[src/rtl/demux_buf_pkg.sv]
// rtl/demux_buf_pkg.sv - shared widths, channel indices and slot state type for demux_buf
package demux_buf_pkg;

  // Default data width and channel count of the debug-unit fan-out.
  localparam int DATA_W = 32;
  localparam int NUM_CH = 4;

  // Debug-unit destination channel indices.
  typedef enum logic [1:0] {
    CH_DISP  = 2'd0,
    CH_MEM   = 2'd1,
    CH_REG   = 2'd2,
    CH_SPARE = 2'd3
  } dbu_ch_e;

  // A holding slot is either empty or holds exactly one word.
  typedef enum logic {
    SLOT_EMPTY = 1'b0,
    SLOT_FULL  = 1'b1
  } slot_state_e;

endpackage

[src/rtl/demux_buf_if.sv]
// rtl/demux_buf_if.sv - input stream and per-channel output bundle of demux_buf
interface demux_buf_if
  import demux_buf_pkg::*;
#(
  parameter int N = DATA_W,
  parameter int M = NUM_CH
) ();
  localparam int S = $clog2(M);

  logic           in_valid;
  logic           in_ready;
  logic [N-1:0]   in_data;
  logic [S-1:0]   in_sel;
  logic [M-1:0]   out_valid;
  logic [M-1:0]   out_ready;
  logic [M*N-1:0] out_data;
  logic           busy;

  // The demux itself sits on the slave side.
  modport slave (
    input  in_valid, in_data, in_sel, out_ready,
    output in_ready, out_valid, out_data, busy
  );

  // Producer plus consumers drive the master side.
  modport master (
    output in_valid, in_data, in_sel, out_ready,
    input  in_ready, out_valid, out_data, busy
  );
endinterface

[src/rtl/demux_slot.sv]
// rtl/demux_slot.sv - one-entry holding register with valid/ready on both sides
module demux_slot
  import demux_buf_pkg::*;
#(
  parameter int N = DATA_W
) (
  input  logic         clk,
  input  logic         rst,
  input  logic         in_valid_i,
  output logic         in_ready_o,
  input  logic [N-1:0] in_data_i,
  output logic         out_valid_o,
  input  logic         out_ready_i,
  output logic [N-1:0] out_data_o
);

  slot_state_e  state_q, state_d;
  logic [N-1:0] data_q, data_d;

  // Room exists when empty, or when the held word leaves this same cycle.
  assign in_ready_o  = (state_q == SLOT_EMPTY) || out_ready_i;
  assign out_valid_o = (state_q == SLOT_FULL);
  assign out_data_o  = data_q;

  // Accept wins over drain so a refill during drain leaves no bubble.
  always_comb begin
    state_d = state_q;
    data_d  = data_q;
    if (in_valid_i && in_ready_o) begin
      state_d = SLOT_FULL;
      data_d  = in_data_i;
    end else if ((state_q == SLOT_FULL) && out_ready_i) begin
      state_d = SLOT_EMPTY;
    end
  end

  // Slot state and held word; reset discards any held word.
  always_ff @(posedge clk or posedge rst) begin
    if (rst) begin
      state_q <= SLOT_EMPTY;
      data_q  <= '0;
    end else begin
      state_q <= state_d;
      data_q  <= data_d;
    end
  end

endmodule

[src/rtl/demux_buf.sv]
// rtl/demux_buf.sv - registered 1:M demultiplexer with one holding slot per channel
module demux_buf
  import demux_buf_pkg::*;
#(
  parameter int N = DATA_W,
  parameter int M = NUM_CH
) (
  input  logic      clk,
  input  logic      rst,
  demux_buf_if.slave bus
);
  localparam int S = $clog2(M);

  logic [M-1:0]   slot_we;
  logic [M-1:0]   slot_rdy;
  logic [M-1:0]   slot_vld;
  logic [M*N-1:0] slot_data;

  // Only the selected slot can back-pressure the input.
  assign bus.in_ready  = slot_rdy[bus.in_sel];
  assign bus.out_valid = slot_vld;
  assign bus.out_data  = slot_data;
  assign bus.busy      = |slot_vld;

  for (genvar k = 0; k < M; k++) begin : g_slot
    // One-hot write enable: non-selected slots never see the input.
    assign slot_we[k] = bus.in_valid && (bus.in_sel == S'(k));

    demux_slot #(.N(N)) u_slot (
      .clk         (clk),
      .rst         (rst),
      .in_valid_i  (slot_we[k]),
      .in_ready_o  (slot_rdy[k]),
      .in_data_i   (bus.in_data),
      .out_valid_o (slot_vld[k]),
      .out_ready_i (bus.out_ready[k]),
      .out_data_o  (slot_data[k*N +: N])
    );
  end

endmodule

[src/flat_wrapper.sv]
// flat-port wrapper written by rule: the top's interface ports become plain ports
module demux_buf_flat import demux_buf_pkg::*;
#(
  parameter int N = DATA_W,
  parameter int M = NUM_CH
)
  (clk, rst, bus_in_valid, bus_in_data, bus_in_sel, bus_out_ready, bus_in_ready, bus_out_valid, bus_out_data, bus_busy);
  demux_buf_if #(.N(N), .M(M)) bus_i ();
  input  logic clk;
  input  logic rst;
  input wire logic [$bits(bus_i.in_valid)-1:0] bus_in_valid;
  input wire logic [$bits(bus_i.in_data)-1:0] bus_in_data;
  input wire logic [$bits(bus_i.in_sel)-1:0] bus_in_sel;
  input wire logic [$bits(bus_i.out_ready)-1:0] bus_out_ready;
  output wire logic [$bits(bus_i.in_ready)-1:0] bus_in_ready;
  output wire logic [$bits(bus_i.out_valid)-1:0] bus_out_valid;
  output wire logic [$bits(bus_i.out_data)-1:0] bus_out_data;
  output wire logic [$bits(bus_i.busy)-1:0] bus_busy;
  assign bus_i.in_valid = bus_in_valid;
  assign bus_i.in_data = bus_in_data;
  assign bus_i.in_sel = bus_in_sel;
  assign bus_i.out_ready = bus_out_ready;
  assign bus_in_ready = bus_i.in_ready;
  assign bus_out_valid = bus_i.out_valid;
  assign bus_out_data = bus_i.out_data;
  assign bus_busy = bus_i.busy;
  demux_buf #(.N(N), .M(M)) u_core (.clk(clk), .rst(rst), .bus(bus_i));
endmodule
[config.mk]
export PLATFORM = sky130hd
export DESIGN_NAME = demux_buf_flat
export DESIGN_NICKNAME = d
export VERILOG_FILES = /design/src/rtl/demux_buf_pkg.sv /design/src/rtl/demux_buf_if.sv /design/src/rtl/demux_slot.sv /design/src/rtl/demux_buf.sv /design/src/flat_wrapper.sv
export SDC_FILE = /design/constraint.sdc
export NUM_CORES = 1
export LEC_CHECK = 0
export CORE_ASPECT_RATIO = 0.9
export CORE_MARGIN = 1.5
export CORE_UTILIZATION = 41
export CTS_CLUSTER_DIAMETER = 80
export CTS_CLUSTER_SIZE = 30
export DETAILED_ROUTE_END_ITERATION = 6
export PLACE_DENSITY = 0.76
export SETUP_SLACK_MARGIN = 0.05
export SYNTH_ARGS = -nofsm -noshare
export SYNTH_HDL_FRONTEND = slang
export SYNTH_SLANG_ARGS = --single-unit
[constraint.sdc]
create_clock -name clk -period 4.35 [get_ports clk]
set_clock_uncertainty 0.1 [all_clocks]
set_input_delay 0.6525 -clock clk [delete_from_list [all_inputs] [get_ports clk]]
set_output_delay 0.6525 -clock clk [all_outputs]
set_load 0.03 [all_outputs]
==> run summary, run 1 <==
Results of the flow run.

After synthesis, the largest area contributor takes up 65.2% of total cell area. In the synthesis report, Yosys lists the chip area as 5060 um^2. The register cell area after layout stands at ~3300 um^2. Per the placement report, the placed cell count is 621. The die covers 13000 um^2. The tally of filler cells in the layout stands at 915. The signal on the critical path passes through clkdlybuf4s50_1 -> mux4_1 -> clkdlybuf4s50_1. According to the floorplan report, the placeable core area is 12000 um^2. After the first detailed-routing iteration, the DRC count stood at 109.

The average routed wire per standard cell stands at 18.1 um. The count of buffers not belonging to the clock network in the layout stands at roughly 180. The stage logs contain a warning count of 26. The overall track demand over capacity in global routing stands at 19.1%.

The area share of buffers outside the clock network stands at 23.8%. The worst path arrival time stands at 2.50 ns. The total congestion overflow after global routing stands at 0.

The number of enable-type register cells in the synthesized netlist stands at 0. The number of buffers created by CTS stands at 17. The maximum single-stage delay on the critical path stands at 0.65 ns. The overall power stands at 0.00466 W. The pre-antenna-repair detailed-routing pass consisted of 4 iterations.

approximately 150 cells are multi-input combinational gates. The clock period minus worst slack stands at 3.26 ns. The total cells reported by yosys after synthesis stands at between 200 and 300. The number of cells produced by synthesis stands at 298. The final layout reports a setup TNS of 0 ns. Once layout is complete, the utilization of the core stands at 63.2%. STA classifies the critical path endpoint as a primary output. By instance count after routing, the leading logic cell type is clkdlybuf4s50_1. The layout has 2 inverters outside the clock class. The share of the final layout cell area in multi-input gates stands at 21.0%. By area the synthesized netlist is led by dfrtp_1 65%, mux2_2 20%, mux2_1 8.5%. The warning tally printed by Yosys for this design is 0. STA classifies the critical path startpoint as a primary input. The proportion of power drawn by the clock network stands at 34.8%. After synthesis, the share of flip-flops with an asynchronous set or reset is 100%. Per the area breakdown, the dominant cell category is sequential cells.

The detailed-route wire length stands at 11800 um. A synthesized cell averages ~17 um^2. The path class of the tightest hold or removal check is flop to flop. For this run, the number of standard cells in the final layout without fillers is around 650. The layout overhead on the synthesized area stands at 50.1%. The flow ran to the end, and the final reports show no timing, DRC or antenna violations. Looking at the clock tree report, the maximum root-to-sink buffer count equals 2. The detailed placement HPWL stands at 8100 um. The synthesized design spends more area on one cell type than any other, namely dfrtp_1.

In the final layout, the multi-input gates occupy 1600 um^2. The H-tree level count stands at 4. The biggest slice of the total power is consumed by registers. Setup slack on the worst path after placement came out at around 1.1 ns. The critical path contains buffers and inverters numbering 2 combined.

The share of total power in sequential cells stands at about a third. The combinational power stands at between 0.001 and 0.0015 W. The post-cts hold-fix buffer tally stands at 0. The highest clock rate stands at 0.307 GHz. The post-cts sizing count stands at 0. The number of antenna cells inserted stands at 0. The post-synthesis cell area stands at 5060 um^2. The number of antenna violations at the first check in global routing came to 0. The synthesis report names the predominant flop master as dfrtp_1. After clock tree synthesis, the setup repair step added 0 buffers. For reference, the clock transition at the flip-flops on the worst setup and hold paths is 0.05 ns.
## run 1: routing by layer
metal	global-route usage, %	up-vias	share of wire, %	wire (um)
li1	-	1419	-	-
met1	23.3	1592	42	4960
met2	29.8	117	48	5610
met3	9.18	11	9.3	1100
met4	6.63	0	1.1	128
met5	0	-	0	0
## run 1: logic make-up (layout without fill, tap and decap cells)
| logic type | count (synthesis) | after routing | share of synthesized area [%] |
|---|---|---|---|
| AOI/OAI and AO/OA | 2 | 2 | 0.247 |
| muxes | 129 | 129 | 29.0 |
| DFF | 132 | 132 | 65.2 |
| buffers and inverters | 20 | 215 | 3.48 |
| and+or+nand+nor | 15 | 15 | 2.05 |
## run 1: worst paths after layout
path | startpoint | to | cells past startpoint
max | bus_in_sel[0] | bus_in_ready | 3
min | u_core.g_slot[1].u_slot.out_data_o[27]$_DFFE_PP0P_ | u_core.g_slot[1].u_slot.out_data_o[27]$_DFFE_PP0P_ | 1
max reg2reg | u_core.g_slot[0].u_slot.out_valid_o$_DFFE_PP0P_ | u_core.g_slot[0].u_slot.out_data_o[25]$_DFFE_PP0P_ | 4
min reg2reg | u_core.g_slot[1].u_slot.out_data_o[27]$_DFFE_PP0P_ | u_core.g_slot[1].u_slot.out_data_o[27]$_DFFE_PP0P_ | 1
max in group asynchronous | rst | u_core.g_slot[2].u_slot.out_data_o[28]$_DFFE_PP0P_ | 3
min in group asynchronous | rst | u_core.g_slot[3].u_slot.out_data_o[29]$_DFFE_PP0P_ | 2
## run 1: sequential cells by signal, summed over array words and instances, names as in the netlist
register,cells
u_core.g_slot.u_slot.out_valid_o,4
u_core.g_slot.u_slot.out_data_o,128
Run 1, register map, names as in the netlist:
Other cells in grey.
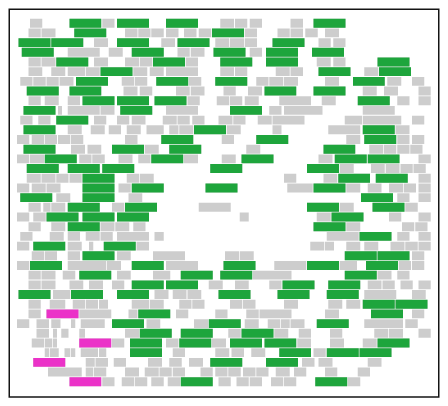
colour	netlist name	placed flops	where
magenta	`u_core.g_slot.u_slot.out_valid_o`	4	lower left
green	`u_core.g_slot.u_slot.out_data_o`	128	spread over the die

Run 1, clock distribution:
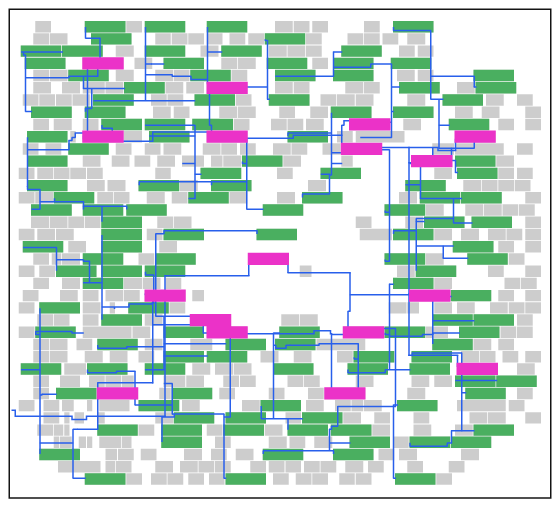
[magenta] cells driving clock nets | count: 17
[blue] clock wires | length: 1710 um
[green] flip-flops | count: 132
routed clock nets	18
flops lie	spread over the die

Run 1, cell placement:
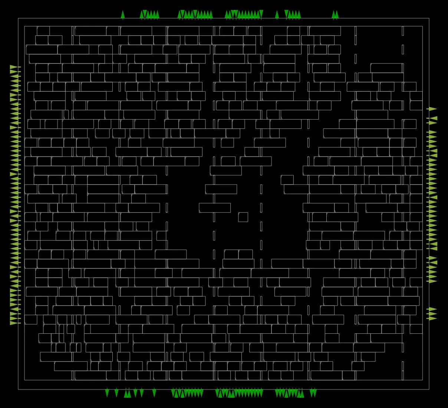
sequential cells: 132
flip-flop and latch share of the layout cell area: 43.5%
Std-Cell Rows: 38

Run 1, signal metal coverage by tile:
Bar = 20 um. The die is cut into 24 by 22 equal tiles; dark purple is low, yellow is high, scaled to the fullest tile. Values are wire area over tile area, all layers added.
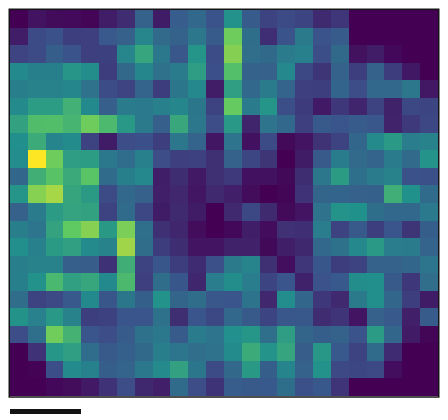

--- run 2 (diff from run 1) ---
--- a/config.mk
+++ b/config.mk
@@ -7,11 +7,11 @@
 export LEC_CHECK = 0
 export CORE_ASPECT_RATIO = 0.9
 export CORE_MARGIN = 1.5
-export CORE_UTILIZATION = 41
+export CORE_UTILIZATION = 45
 export CTS_CLUSTER_DIAMETER = 80
 export CTS_CLUSTER_SIZE = 30
 export DETAILED_ROUTE_END_ITERATION = 6
-export PLACE_DENSITY = 0.76
+export PLACE_DENSITY = 0.8
 export SETUP_SLACK_MARGIN = 0.05
 export SYNTH_ARGS = -nofsm -noshare
 export SYNTH_HDL_FRONTEND = slang
==> constraint.sdc (replaced) <==
create_clock -name clk -period 3.1 [get_ports clk]
set_clock_uncertainty 0.1 [all_clocks]
set_input_delay 0.465 -clock clk [delete_from_list [all_inputs] [get_ports clk]]
set_output_delay 0.465 -clock clk [all_outputs]
set_load 0.03 [all_outputs]
Run 2, signal metal coverage by tile:
Bar = 20 um. The die is cut into 23 by 21 equal tiles; dark purple is low, yellow is high, scaled to the fullest tile. Values are wire area over tile area, all layers added.
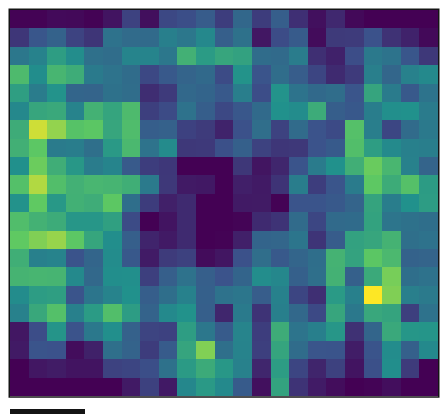
emptiest ninth of the die	centre
mean over tiles	0.17
fullest tile	0.47

==> run summary, run 2 <==
Results of the flow run.

The most used logic cell in the final layout is clkdlybuf4s50_1 (unchanged). The proportion of power drawn by the clock network stands at 35.3% (was 34.8%). The combinational power was 0.00200 W (was 0.00142 W). The post-cts sizing count stands at 0 (unchanged).

The violation tally from detailed-route iteration zero came to 115 (was 109). The required time at the endpoint of the critical path stands at 2.53 ns (was 3.60 ns). The count of buffers not belonging to the clock network in the layout stands at 180 (was 181).

The H-tree level count stands at 4 (unchanged). The fraction of met3 tracks used by global routing was 10.9% (was 9.18%). The number of enable-type register cells in the synthesized netlist came to 0 (unchanged).

The critical path startpoint category is a primary input (unchanged). The share of the final layout cell area in multi-input gates stands at 21.0% (about the same). The mean instance size in the synthesized netlist stands at 17.0 um^2 (unchanged). The cell type contributing the most total cell area after synthesis is dfrtp_1 (unchanged). The met1 capacity usage during global routing stands at 24.5% (was 23.3%). The CTS clock-pin slew for the worst setup and hold paths was 0.06 ns (was 0.05 ns).

The post-synthesis cell area stands at 5060 um^2 (unchanged). The number of buffers added for setup after CTS stands at 0 (unchanged). The maximum single-stage delay on the critical path stands at 0.61 ns (was 0.65 ns).

The total die area stands at 11900 um^2 (was 13000 um^2). Outcome: finished clean (unchanged). The number of flip-flops in the largest register stands at 128 (unchanged).

The cell kind with the greatest summed area is sequential cells (unchanged). The warning count from the yosys run stands at 0 (unchanged). The worst slack after detailed placement is 0.369 ns (was 1.09 ns). The main flop type after synthesis was dfrtp_1 (unchanged).

The detailed-route wire length is 11800 um (about the same). The number of cells produced by synthesis was 298 (unchanged). The combinational cell area excluding buffers and inverters came to 1600 um^2 (unchanged). The proportion of synthesized flip-flops having asynchronous set or reset stands at 100% (unchanged).

Crit path cell chain: clkdlybuf4s50_1 -> nand2b_1 -> mux4_1 -> clkdlybuf4s50_1 (was clkdlybuf4s50_1 -> mux4_1 -> clkdlybuf4s50_1). The number of antenna cells inserted came to 0 (unchanged). Biggest area cells: dfrtp_1 65%, mux2_2 20%, mux2_1 8.5% (unchanged). The placement row count is 36 (was 38). The buffers plus inverters on the worst setup path stands at 2 (unchanged). The share of total power in sequential cells stands at 34.4% (was 34.7%). The top contributor to total power is clock (was registers). The average routed wire per standard cell stands at 18.4 um (was 18.1 um).

The register cell area after layout came to 3300 um^2 (unchanged). The kind of path behind the tightest hold check was flop to flop (unchanged). The total cells reported by yosys after synthesis came to 298 (unchanged). The first-pass detailed-route iteration total stands at 4 (unchanged). The final core area utilization stands at 69.9% (was 63.2%).

The number of buffers created by CTS stands at 17 (unchanged). The setup TNS came to 0 ns (unchanged). The number of logic gates was 146 (unchanged). The fraction of post-synthesis cell area in the top cell type by area came to 65.2% (unchanged). The total congestion overflow after global routing stands at 0 (unchanged). The layout overhead on the synthesized area came to 50.5% (was 50.1%).

The final net count is 520 (was 521). The number of sequential cells stands at 132 (unchanged). The leakage power summed over all cells stands at 3.21 nW (was 3.20 nW). The routing layer with the top usage in global route is met2 (unchanged). The global-route track usage on met2 stands at 33.2% (was 29.8%).

The detailed placement HPWL came to 7650 um (was 8100 um). The yosys synthesis chip area stands at 5060 um^2 (unchanged). The clock period minus worst slack stands at 2.74 ns.
-- run 2: cell count changes in the layout (fill, tap and decap cells not counted), moves of 2 or more --
cell,delta
clkinv_4,+4
clkinv_2,+2
clkbuf_1,-2
clkbuf_8,-5
buf_12,+2
bufinv_16,+2
buf_4,-3
-- run 2: layer usage --
| metal | wire, um | part of all wire, % |
|---|---|---|
| met5 | 0 | 0 |
| met2 | 5610 | 48 |
| met4 | 187 | 1.6 |
| met1 | 4730 | 40 |
| met3 | 1280 | 11 |
-- run 2: final timing paths --
check | start | end | cells after the start
setup / recovery | bus_out_ready[1] | bus_in_ready | 4
hold / removal | u_core.g_slot[1].u_slot.out_data_o[10]$_DFFE_PP0P_ | u_core.g_slot[1].u_slot.out_data_o[10]$_DFFE_PP0P_ | 1
setup reg to reg | u_core.g_slot[2].u_slot.out_valid_o$_DFFE_PP0P_ | u_core.g_slot[2].u_slot.out_data_o[26]$_DFFE_PP0P_ | 4
hold reg to reg | u_core.g_slot[1].u_slot.out_data_o[10]$_DFFE_PP0P_ | u_core.g_slot[1].u_slot.out_data_o[10]$_DFFE_PP0P_ | 1
max in group asynchronous | rst | u_core.g_slot[3].u_slot.out_data_o[7]$_DFFE_PP0P_ | 3
min in group asynchronous | rst | u_core.g_slot[0].u_slot.out_data_o[12]$_DFFE_PP0P_ | 3
-- run 2: logic make-up after synthesis --
| kind of cell | synth area share (%) |
|---|---|
| DFF | 65.2 |
| muxes | 29.0 |
| buffers and inverters | 3.48 |
| and+or+nand+nor | 2.05 |
| AOI/OAI and AO/OA | 0.247 |
-- run 2: worst register-to-register path, stage by stage, from the launching register on --
cell	delay, ns
dfrtp_1	0.39
nand2b_1	0.12
nor3b_4	0.18
buf_4	0.45
mux2_2	0.41
No activity file was given, so power comes from the tool's default toggle rates.
